Figure 1. Local utilization (run 1).
Bar = 20 µm. 8 x 8 tiles, from dark purple (low) to yellow (high), 0 to 100% covered.
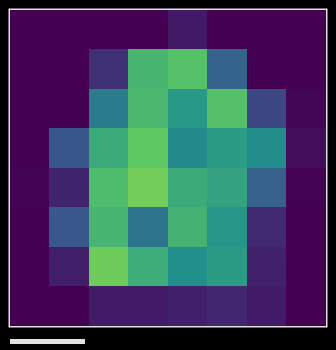
Figure 2. Where the registers sit (run 1).
Bar = 20 µm.
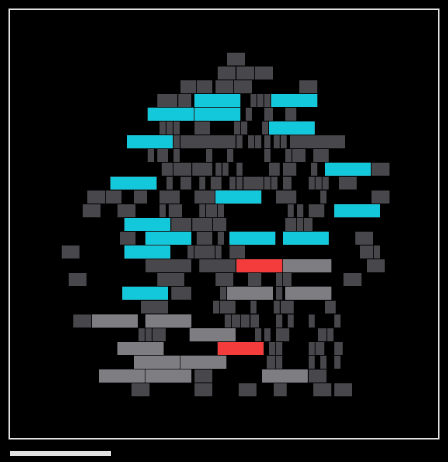
Figure 3. Signal metal coverage by tile (run 1).
17 x 17 tiles, from dark purple (low) to yellow (high), scaled to the fullest tile. Values are wire area over tile area, all layers added.
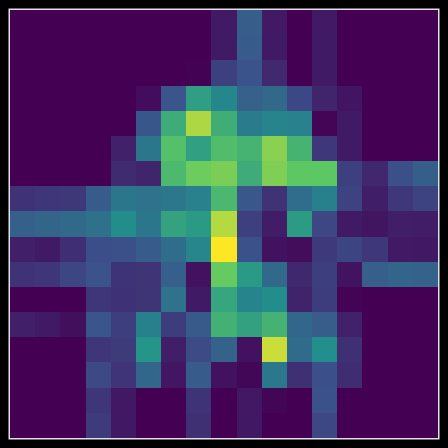
Figure 4. Clock routing (run 1).
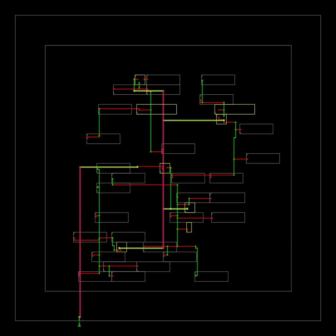
`src/rtl/cpu_clk_en_pkg.sv`:
```
// Shared definitions for the CPU clock-enable generator: FSM encoding and
// default divider taps.
package cpu_clk_en_pkg;

  typedef enum logic [1:0] {
    ST_RUN    = 2'd0,
    ST_SWITCH = 2'd1,
    ST_STEP   = 2'd2
  } state_e;

  localparam int DEF_FAST_TAP = 1;
  localparam int DEF_SLOW_TAP = 24;

endpackage

```
`src/rtl/cpu_clk_en_sync_edge.sv`:
```
// Two-flop synchronizer for an asynchronous level, plus a registered
// rising-edge pulse derived from the synchronized level.
module sync_edge
  import cpu_clk_en_pkg::*;
(
  input  logic clk,
  input  logic rst,
  input  logic d,
  output logic level,
  output logic rise
);

  logic meta_q, meta_d;
  logic sync_q, sync_d;
  logic prev_q, prev_d;
  logic rise_q, rise_d;

  // next-state: shift through the synchronizer and detect a 0->1 step
  always_comb begin
    meta_d = d;
    sync_d = meta_q;
    prev_d = sync_q;
    rise_d = sync_q & ~prev_q;
  end

  // synchronizer and edge registers
  always_ff @(posedge clk or posedge rst) begin
    if (rst) begin
      meta_q <= 1'b0;
      sync_q <= 1'b0;
      prev_q <= 1'b0;
      rise_q <= 1'b0;
    end else begin
      meta_q <= meta_d;
      sync_q <= sync_d;
      prev_q <= prev_d;
      rise_q <= rise_d;
    end
  end

  assign level = sync_q;
  assign rise  = rise_q;

endmodule

```
`src/rtl/cpu_clk_en.sv`:
```
// CPU clock-enable generator: turns a divider tap (fast/slow) or a
// single-step button into a one-cycle cpu_en strobe on the system clock.
module cpu_clk_en
  import cpu_clk_en_pkg::*;
#(
  parameter int DIV_W    = 32,
  parameter int FAST_TAP = DEF_FAST_TAP,
  parameter int SLOW_TAP = DEF_SLOW_TAP,
  parameter int CNT_W    = 16
) (
  input  logic             clk,
  input  logic             rst,
  input  logic [DIV_W-1:0] clkdiv,
  input  logic             sw_slow,
  input  logic             step_mode,
  input  logic             step_btn,
  input  logic             halt,
  output logic             cpu_en,
  output logic             tap_sel,
  output logic             switching,
  output logic [CNT_W-1:0] en_count
);

  function automatic logic tap_bit(input logic [DIV_W-1:0] div, input logic sel);
    return sel ? div[SLOW_TAP] : div[FAST_TAP];
  endfunction

  logic sw_sync, mode_sync, step_edge;
  logic sw_rise_unused, mode_rise_unused, btn_level_unused;
  logic unused_div;

  sync_edge u_sw_sync (
    .clk   (clk),
    .rst   (rst),
    .d     (sw_slow),
    .level (sw_sync),
    .rise  (sw_rise_unused)
  );

  sync_edge u_mode_sync (
    .clk   (clk),
    .rst   (rst),
    .d     (step_mode),
    .level (mode_sync),
    .rise  (mode_rise_unused)
  );

  sync_edge u_btn_sync (
    .clk   (clk),
    .rst   (rst),
    .d     (step_btn),
    .level (btn_level_unused),
    .rise  (step_edge)
  );

  // Only the two tap bits of the divider are consumed.
  assign unused_div = ^clkdiv;

  state_e           state_q, state_d;
  logic             tap_sel_q, tap_sel_d;
  logic             tap_prev_q, tap_prev_d;
  logic             cpu_en_q, cpu_en_d;
  logic             switching_q, switching_d;
  logic [CNT_W-1:0] en_count_q, en_count_d;
  logic             cur_bit, new_bit, tick;

  // next-state, strobe and counter logic; a mode/tap change always drops a coincident event
  always_comb begin
    cur_bit    = tap_bit(clkdiv, tap_sel_q);
    new_bit    = tap_bit(clkdiv, sw_sync);
    tick       = cur_bit & ~tap_prev_q;
    state_d    = state_q;
    tap_sel_d  = tap_sel_q;
    tap_prev_d = cur_bit;
    cpu_en_d   = 1'b0;
    if (mode_sync && (state_q != ST_STEP)) begin
      state_d = ST_STEP;
    end else begin
      case (state_q)
        ST_RUN: begin
          if (sw_sync != tap_sel_q) begin
            state_d    = ST_SWITCH;
            tap_sel_d  = sw_sync;
            tap_prev_d = new_bit;
          end else begin
            cpu_en_d = tick & ~halt;
          end
        end
        ST_SWITCH: begin
          if (sw_sync != tap_sel_q) begin
            tap_sel_d  = sw_sync;
            tap_prev_d = new_bit;
          end else if (tick) begin
            cpu_en_d = ~halt;
            state_d  = ST_RUN;
          end else begin
            state_d = ST_SWITCH;
          end
        end
        ST_STEP: begin
          if (!mode_sync) begin
            state_d    = ST_SWITCH;
            tap_sel_d  = sw_sync;
            tap_prev_d = new_bit;
          end else begin
            cpu_en_d = step_edge & ~halt;
          end
        end
        default: begin
          state_d = ST_RUN;
        end
      endcase
    end
    switching_d = (state_d == ST_SWITCH);
    en_count_d  = en_count_q + {{(CNT_W-1){1'b0}}, cpu_en_d};
  end

  // FSM and registered outputs; tap_prev resets high so a tap already high is not an edge
  always_ff @(posedge clk or posedge rst) begin
    if (rst) begin
      state_q     <= ST_RUN;
      tap_sel_q   <= 1'b0;
      tap_prev_q  <= 1'b1;
      cpu_en_q    <= 1'b0;
      switching_q <= 1'b0;
      en_count_q  <= {CNT_W{1'b0}};
    end else begin
      state_q     <= state_d;
      tap_sel_q   <= tap_sel_d;
      tap_prev_q  <= tap_prev_d;
      cpu_en_q    <= cpu_en_d;
      switching_q <= switching_d;
      en_count_q  <= en_count_d;
    end
  end

  assign cpu_en    = cpu_en_q;
  assign tap_sel   = tap_sel_q;
  assign switching = switching_q;
  assign en_count  = en_count_q;

endmodule

```
`config.mk`:
```
export PLATFORM = sky130hd
export DESIGN_NAME = cpu_clk_en
export DESIGN_NICKNAME = d
export VERILOG_FILES = /design/src/rtl/cpu_clk_en_pkg.sv /design/src/rtl/cpu_clk_en_sync_edge.sv /design/src/rtl/cpu_clk_en.sv
export SDC_FILE = /design/constraint.sdc
export NUM_CORES = 1
export LEC_CHECK = 0
export ABC_AREA = 1
export CAP_MARGIN = 0
export CELL_PAD_IN_SITES_DETAIL_PLACEMENT = 0
export CELL_PAD_IN_SITES_GLOBAL_PLACEMENT = 1
export CORE_MARGIN = 8
export CORE_UTILIZATION = 28
export CTS_BUF_LIST = sky130_fd_sc_hd__clkbuf_4
export DETAILED_ROUTE_END_ITERATION = 8
export PLACE_DENSITY = 0.79
export SYNTH_ARGS = -nofsm -noshare
export SYNTH_HDL_FRONTEND = slang
export SYNTH_SLANG_ARGS = --single-unit
```
`constraint.sdc`:
```
create_clock -name clk -period 1.8 [get_ports clk]
set_clock_uncertainty 0.05 [all_clocks]
set_input_delay 0.18 -clock clk [delete_from_list [all_inputs] [get_ports clk]]
set_output_delay 0.18 -clock clk [all_outputs]
set_load 0.01 [all_outputs]
```
==> flow_metrics.py, run 1 <==
# Generated from Yosys and OpenROAD reports
metrics = {
    "die": {
        "die_area_um2": 7140,
    },
    "power_and_ir_drop": {
        "seq-power_w": 0.000800,
        "p_seq_share_pct": 46.7,
    },
    "global_route": {
        "grt_antenna_before_repair": 0,
        "grt_use_total_pct": 8.76,
        "grt_use_met2_pct": 13.7,
    },
    "worst_setup_path": {
        "critPathSlowestCell": "dfrtp_1",
        "max_stage_delay_ns": 0.41,
        "worstPathCellList": "inv_2 > nor2_1 > nor2_1 > nand2_1 > a21oi_2 > ha_2 > nand2_4 > buf_4 > nor2_4 > nand2_4 > o21ai_1 > nand2_1",
        "required_ns": 1.99,
        "startpoint_type": "flop",
    },
    "detailed_routing": {
        "first_pass_iters": 4,
        "wl_met3_um": 207,
    },
    "place": {
        "dp_hpwl_um": 2060,
        "place_congestion": 0.751,
    },
    "timing": {
        "final.setup.worst_slack_ns": -0.0528,
        "finalCritPeriodShare_pct": 103,
        "slew_headroom_pct": 74.9,
        "setup_tns_ns": -0.167,
        "hold_viol": 0,
        "setup_viol_count_final": 7,
    },
    "final_layout": {
        "sh_seq_area_pct": 39.6,
        "layout-drive-gt1-share_pct": 22.6,
        "nMultiInputCombCells": 97,
        "nonClkBufAreaFrac_pct": 18.1,
        "clockNetworkAreaShare_pct": 5.34,
    },
    "outcome": {
        "failed_checks": "negative setup slack",
        "status": "complete, but fails checks",
    },
    "synthesis": {
        "async_flop_share_pct": 100,
        "syn_nets": 185,
    },
    "clock_network": {
        "cts_tree": "yes",
        "path_clk_slew_ns": 0.10,
    },
}
Back to the opening pictures, Figure 1:
tiles over 75% full = 4.7%
mean over tiles = 26%
nearly empty tiles = 38%
fullest tile = 78%
emptiest ninth of the die = north-west
final core occ: 41.0%
FP Util: 28.4%
core area: 4630 µm²

Back to the opening pictures, Figure 2:
cyan -> en_count  # flops 16
red -> state_q  # flops 2
not coloured = 12

Back to the opening pictures, Figure 3:
mean over tiles = 0.066
nearly empty tiles = 39%
fullest tile = 0.37
emptiest ninth of the die = north-west

Back to the opening pictures, Figure 4:
total CTS buffers: 5
Clock Power: 0.000678 W
clk_lat worst skew: 0.34 ns
TritonCTS Sinks: 30
# clk buffers: 5

==> run 1 -> run 2 <==
Settings changed: PLACE_DENSITY 0.79 to 0.76.
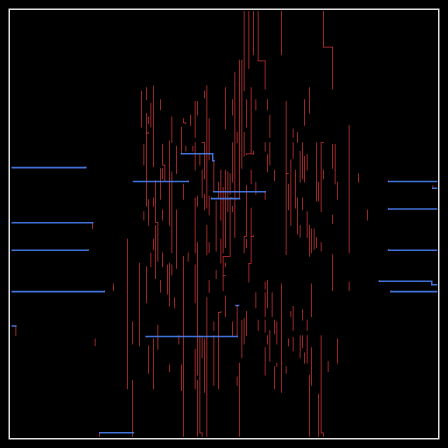
Figure 5: run 2, routed metal, one colour a layer.
Two of the layers only.
blue -> M3  # wire length 173 µm
red -> M2  # wire length 1370 µm
GR Util All Layers: 8.40%
WL per Instance: 11.7 µm
Total Wirelength: 2820 µm
vias: 1025

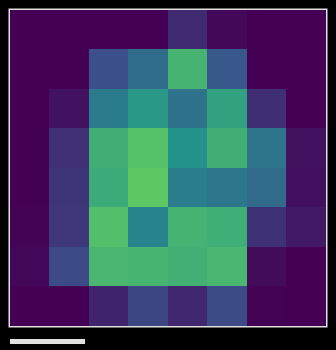
Figure 6: run 2, local utilization.
Bar = 20 µm. 8 x 8 tiles, from dark purple (low) to yellow (high), 0 to 100% covered.
nearly empty tiles = 33%
mean over tiles = 25%
emptiest ninth of the die = north-west
fullest tile = 75%
final core occ: 39.9%

==> flow_metrics.py, run 2 <==
# Generated from Yosys and OpenROAD reports
metrics = {
    "outcome": {
        "status": "complete, but fails checks",
        "failed_checks": "negative setup slack",
    },
    "final_layout": {
        "sh_seq_area_pct": 40.7,
        "layout-drive-gt1-share_pct": 24.6,
        "clock_buffers": 6,
    },
    "worst_setup_path": {
        "critPathSlowestCell": "dfrtp_1",
        "required_ns": 1.96,
        "worstPathCellList": "inv_2 > nor2_1 > nor2_1 > nand2_1 > a21oi_2 > ha_2 > ha_4 > inv_2 > nor2_4 > nand2_1 > xnor2_1",
    },
    "timing": {
        "final.setup.worst_slack_ns": -0.0394,
        "setup_viol_count_final": 7,
        "setup_tns_ns": -0.167,
    },
    "die": {
        "coreArea_um2": 4630,
    },
    "global_route": {
        "grt_use_met2_pct": 13.5,
    },
    "power_and_ir_drop": {
        "seq-power_w": 0.000794,
        "p_seq_share_pct": 56.1,
    },
    "clock_network": {
        "cts_tree": "yes",
        "numCtsBuffers": 5,
        "cts.sinks": 30,
        "path_clk_slew_ns": 0.09,
        "clk_latency_ns": 0.32,
    },
    "synthesis": {
        "async_flop_share_pct": 100,
        "syn_nets": 185,
    },
}
Power and IR drop assume default switching activity.
